$ cat src/rtl/addsub_pkg.sv
// Shared encodings for the sequential add/subtract unit.
// Latency: n/a (types and helpers only).
// Backpressure: n/a.
package addsub_pkg;

    // Operation select, sampled together with Start.
    // Bit 0 selects subtract, bit 1 selects the accumulator as first operand.
    typedef enum logic [1:0] {
        OP_ADD     = 2'b00,
        OP_SUB     = 2'b01,
        OP_ACC_ADD = 2'b10,
        OP_ACC_SUB = 2'b11
    } op_e;

    // Control FSM states.
    typedef enum logic {
        S_IDLE = 1'b0,
        S_RUN  = 1'b1
    } state_e;

    // True when the operation subtracts B.
    function automatic logic op_is_sub(input op_e op);
        return (op == OP_SUB) || (op == OP_ACC_SUB);
    endfunction

    // True when the first operand comes from the accumulator.
    function automatic logic op_uses_acc(input op_e op);
        return (op == OP_ACC_ADD) || (op == OP_ACC_SUB);
    endfunction

endpackage

$ cat src/rtl/addsub_chunk.sv
// One CHUNK-bit slice of the carry chain: sum, carry out, and carry into the slice MSB.
// Latency: purely combinational.
// Backpressure: none; the caller decides when the result is used.
module addsub_chunk #(
    parameter int CHUNK = 16
) (
    input  logic [CHUNK-1:0] x,
    input  logic [CHUNK-1:0] y,
    input  logic             cin,
    input  logic             inv_y,
    output logic [CHUNK-1:0] sum,
    output logic             cout,
    output logic             msb_cin
);

    logic [CHUNK-1:0] y_eff;
    logic [CHUNK:0]   full;

    // Subtraction is x + ~y + 1; the +1 arrives through cin on the first slice.
    assign y_eff = inv_y ? ~y : y;

    // Full-width sum with the carry out kept in the extra bit.
    assign full = {1'b0, x} + {1'b0, y_eff} + {{CHUNK{1'b0}}, cin};
    assign sum  = full[CHUNK-1:0];
    assign cout = full[CHUNK];

    // Carry into the top bit; XOR with cout gives signed overflow on the last slice.
    generate
        if (CHUNK == 1) begin : g_single_bit
            assign msb_cin = cin;
        end else begin : g_multi_bit
            logic [CHUNK-1:0] low;
            assign low     = {1'b0, x[CHUNK-2:0]} + {1'b0, y_eff[CHUNK-2:0]}
                           + {{(CHUNK-1){1'b0}}, cin};
            assign msb_cin = low[CHUNK-1];
        end
    endgenerate

endmodule

$ cat src/rtl/addsub_seq_unit.sv
// Multi-cycle WIDTH-bit add/subtract with accumulator, CHUNK bits per cycle, LSB first.
// Latency: NCHUNK cycles from accepted Start to the Done pulse; next Start allowed in the Done cycle.
// Backpressure: Busy=1 while running; Start and AccClr are ignored until Busy drops.
module addsub_seq_unit
    import addsub_pkg::*;
#(
    parameter int WIDTH = 64,
    parameter int CHUNK = 16
) (
    input  logic             Clk,
    input  logic             Reset,
    input  logic             Start,
    input  logic [1:0]       Op,
    input  logic [WIDTH-1:0] A,
    input  logic [WIDTH-1:0] B,
    input  logic             AccClr,
    output logic             Busy,
    output logic             Done,
    output logic [WIDTH-1:0] Out,
    output logic             Carry,
    output logic             Overflow,
    output logic             Zero,
    output logic [WIDTH-1:0] Acc
);

    localparam int NCHUNK = WIDTH / CHUNK;
    localparam int IDXW   = (NCHUNK > 1) ? $clog2(NCHUNK) : 1;
    localparam logic [IDXW-1:0] LAST_IDX = IDXW'(NCHUNK - 1);

    // A width that does not split into whole chunks would silently drop the top bits.
    generate
        if ((CHUNK < 1) || (WIDTH % CHUNK != 0)) begin : g_bad_cfg
            $error("addsub_seq_unit: WIDTH must be a positive multiple of CHUNK");
        end
    endgenerate

    state_e          state;
    op_e             op_q;
    logic [IDXW-1:0] idx;
    logic [WIDTH-1:0] x_sh;
    logic [WIDTH-1:0] y_sh;
    logic [WIDTH-1:0] r_sh;
    logic             cy_q;

    logic [WIDTH-1:0] x_nxt;
    logic [WIDTH-1:0] y_nxt;
    logic [WIDTH-1:0] r_nxt;
    logic [CHUNK-1:0] sum;
    logic             c_out;
    logic             c_msb;

    // The single shared slice always works on the low chunk of the operand shifters.
    addsub_chunk #(
        .CHUNK (CHUNK)
    ) u_chunk (
        .x       (x_sh[CHUNK-1:0]),
        .y       (y_sh[CHUNK-1:0]),
        .cin     (cy_q),
        .inv_y   (op_is_sub(op_q)),
        .sum     (sum),
        .cout    (c_out),
        .msb_cin (c_msb)
    );

    // Operands shift right one chunk per cycle; sum chunks enter the result from the top,
    // so after NCHUNK cycles the result register holds the whole word in order.
    generate
        if (NCHUNK == 1) begin : g_one_chunk
            assign x_nxt = '0;
            assign y_nxt = '0;
            assign r_nxt = sum;
        end else begin : g_many_chunks
            assign x_nxt = {{CHUNK{1'b0}}, x_sh[WIDTH-1:CHUNK]};
            assign y_nxt = {{CHUNK{1'b0}}, y_sh[WIDTH-1:CHUNK]};
            assign r_nxt = {sum, r_sh[WIDTH-1:CHUNK]};
        end
    endgenerate

    // Control FSM plus datapath registers; every output is a flop.
    always_ff @(posedge Clk) begin
        if (Reset) begin
            state    <= S_IDLE;
            op_q     <= OP_ADD;
            idx      <= '0;
            x_sh     <= '0;
            y_sh     <= '0;
            r_sh     <= '0;
            cy_q     <= 1'b0;
            Busy     <= 1'b0;
            Done     <= 1'b0;
            Out      <= '0;
            Carry    <= 1'b0;
            Overflow <= 1'b0;
            Zero     <= 1'b1;
            Acc      <= '0;
        end else begin
            Done <= 1'b0;
            case (state)
                S_IDLE: begin
                    if (Start) begin
                        // Accumulator snapshot taken here; AccClr cannot reach it while busy.
                        x_sh  <= op_uses_acc(op_e'(Op)) ? Acc : A;
                        y_sh  <= B;
                        op_q  <= op_e'(Op);
                        idx   <= '0;
                        cy_q  <= op_is_sub(op_e'(Op));
                        state <= S_RUN;
                        Busy  <= 1'b1;
                    end else if (AccClr) begin
                        Acc <= '0;
                    end
                end
                S_RUN: begin
                    x_sh <= x_nxt;
                    y_sh <= y_nxt;
                    r_sh <= r_nxt;
                    cy_q <= c_out;
                    idx  <= idx + 1'b1;
                    if (idx == LAST_IDX) begin
                        state    <= S_IDLE;
                        Busy     <= 1'b0;
                        Done     <= 1'b1;
                        Out      <= r_nxt;
                        Carry    <= c_out;
                        // Carry into MSB differing from carry out is exactly signed overflow.
                        Overflow <= c_out ^ c_msb;
                        Zero     <= (r_nxt == '0);
                        if (op_uses_acc(op_q)) begin
                            Acc <= r_nxt;
                        end
                    end
                end
                default: begin
                    state <= S_IDLE;
                    Busy  <= 1'b0;
                end
            endcase
        end
    end

endmodule

$ cat config.mk
export PLATFORM = sky130hd
export DESIGN_NAME = addsub_seq_unit
export DESIGN_NICKNAME = d
export VERILOG_FILES = /design/src/rtl/addsub_pkg.sv /design/src/rtl/addsub_chunk.sv /design/src/rtl/addsub_seq_unit.sv
export SDC_FILE = /design/constraint.sdc
export NUM_CORES = 1
export LEC_CHECK = 0
export CAP_MARGIN = 15
export CORE_MARGIN = 2
export CORE_UTILIZATION = 30
export CTS_BUF_LIST = sky130_fd_sc_hd__clkbuf_2
export CTS_CLUSTER_SIZE = 12
export DETAILED_ROUTE_END_ITERATION = 10
export PLACE_DENSITY = 0.48
export SYNTH_ARGS = -nofsm -noshare
export SYNTH_HDL_FRONTEND = slang
export SYNTH_SLANG_ARGS = --single-unit
$ cat constraint.sdc
create_clock -name Clk -period 12.69 [get_ports Clk]
set_clock_uncertainty 0.15 [all_clocks]
set_input_delay 2.538 -clock Clk [delete_from_list [all_inputs] [get_ports Clk]]
set_output_delay 2.538 -clock Clk [all_outputs]
set_load 0.01 [all_outputs]
Fig. 1: signal wires by layer
Two of the layers only.
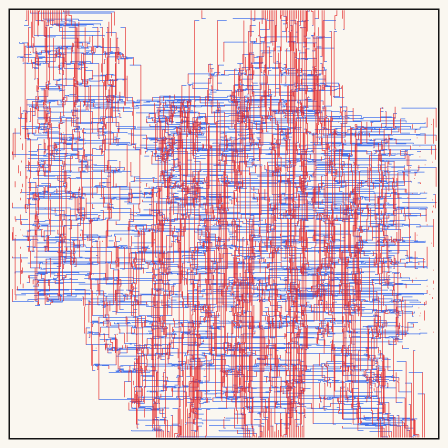
Key: red = met2 [wire length 23.5 mm]; blue = met1 [wire length 21.7 mm]
vias: 12387
WL per Instance: 20.01 um

Fig. 2: close-up of the layout
Window x 149 to 174, y 41 to 66 um. Cells in grey, sequential cells in the stronger grey; small squares are vias.
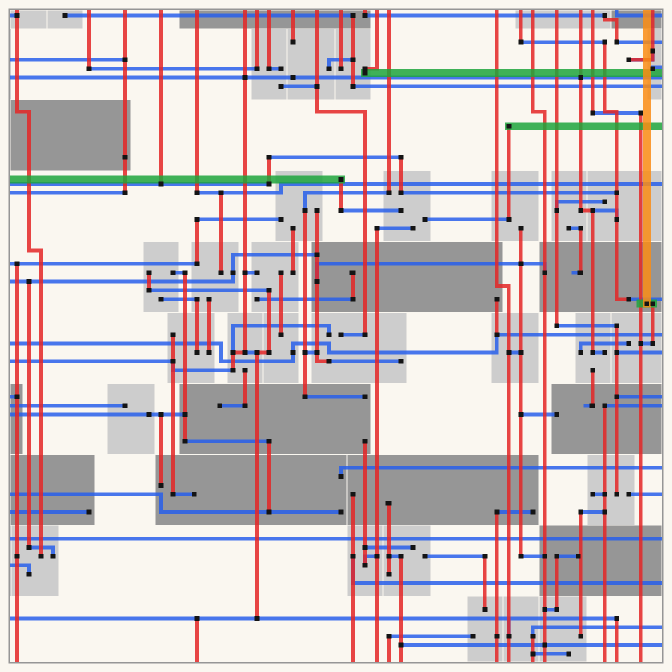
Key: orange = met4; blue = met1; green = met3; red = met2
Most frequent: dfxtp_1 (8), nand2_1 (7), a21oi_1 (5). Netlist names of flops here include Acc (4), r_sh (3). 34 logic cells have their middle in the window. Sequential cells in the window: 8.

==> flow_summary.yaml <==
# yosys + openroad results
run_status:
  outcome: "completed"
clocking:
  cts_resized: 0
  root_buffer: "clkbuf_2"
  cts_tree: "built"
  numCtsBuffers: 88
  clock.latency.late_pin_ps: 970
final_layout:
  lay_top_cells: "dfxtp_1, nor2_1, clkdlybuf4s50_1"
  layout.nets: 2005
  area_delta_synth_final_pct: 28.00
  lay_top_count: "dfxtp_1"
yosys:
  syn-cell-area_um2: 13480
  yosysUniqueCellTypes: 49
  flop_cell: "dfxtp_1"
  yosysCellCount: 1613
  top_cell_area_share_pct: 46.78
floorplan:
  die-area_um2: 46640
drt:
  ant_nets: 0
  viasPerCell: 4.959
sta:
  final-setup-viol-count: 0
  rsz0062_at_grt: "no"
  hold_viol: 0
  setup_tns_ps: 0
  relSlewSlack_pct: 32.63
global_route:
  grt_usage_pct: 20.91
worst_setup_path:
  crit_cells: 11
  path_delay_family: "simple AND/OR/NAND/NOR gates"
  end_kind: "flop"
  worstSetupPathType: "reg2reg"
  critPathLaunchType: "flop"
hold_path:
  hold_class: "reg2reg"
power_and_ir_drop:
  leakagePower_uw: 0.006696
## area by class of cell
cell class | count | area, um^2
Antenna cell | 1 | 2.502
Clock buffer | 128 | 640.6
Clock inverter | 14 | 88.84
Fill cell | 4684 | 27060
Inverter | 6 | 22.52
Multi-Input combinational cell | 1162 | 6676
Sequential cell | 315 | 6310
Tap cell | 592 | 740.7
Timing Repair Buffer | 280 | 2773
## sequential cells by signal, indices dropped and copies added, names as in the netlist, 2 cells and up
register  count
Acc          64
Out          64
idx           2
op_q          2
r_sh         48
x_sh         64
y_sh         64
## synth_stat cells, types with 2 or more instances
library cell	number
o21ai_0	6
fa_1	2
dfxtp_1	315
nor2_1	301
ha_1	16
nand4_1	5
o21bai_1	5
nor2b_1	3
nor4_1	12
nand3b_1	2
nand3_1	57
o21a_1	2
xor2_1	19
or4_1	2
a22oi_1	4
or3_1	3
buf_1	21
a31oi_1	3
nor3b_1	3
nor3_1	5
a21o_1	4
xnor2_1	10
a211oi_1	75
inv_1	6
clkbuf_1	107
o211ai_1	2
a21oi_1	237
nand2b_1	6
nand2_1	190
mux2i_1	171
## worst reg2reg max path, delay by kind of cell (launching register included)
family | cells | cell delay (ps)
simple gates | 5 | 1780
xor+xnor | 2 | 1020
flops | 1 | 850
fa+ha+maj | 2 | 700
compound gates | 1 | 140
buf+inv | 1 | 60
## per-layer routing
layer,vias to the layer above,track usage (%),share of wire [%]
met2,381,34.07,47
met4,4,6.895,2.8
met5,-,0,0.052
met3,96,5.765,6.7
met1,5835,26.67,43
li1,6071,-,-
## final timing paths
path         slack, ps      end
max               7950     Zero
min                310  Out[20]
max reg2reg       7950     Zero
min reg2reg        310  Out[20]
## kinds of logic after synthesis
family	after synthesis	share of synthesized area (%)
AOI/OAI and AO/OA	348	14.93
DFF	315	46.78
muxes	171	12.70
xor gates and xnor gates	29	1.884
and+or+nand+nor	596	18.12
adders and majority gates	18	1.782
buffers and inverters	136	3.806
## report_power, final
part | switching [uW] | total [uW] | internal (uW)
Clock | 425 | 710 | 285
Sequential | 45.6 | 1070 | 1020
Combinational | 167 | 289 | 122
## per-stage QoR
stage / hold WS [ps] / worst slack (ps)
2_1_floorplan: 302.1 / 8495
3_3_place_gp: 297.7 / 7092
3_5_place_dp: 296.8 / 7084
4_1_cts: 301.0 / 7859
5_1_grt: 338.0 / 7698
6_report: 307.0 / 7949
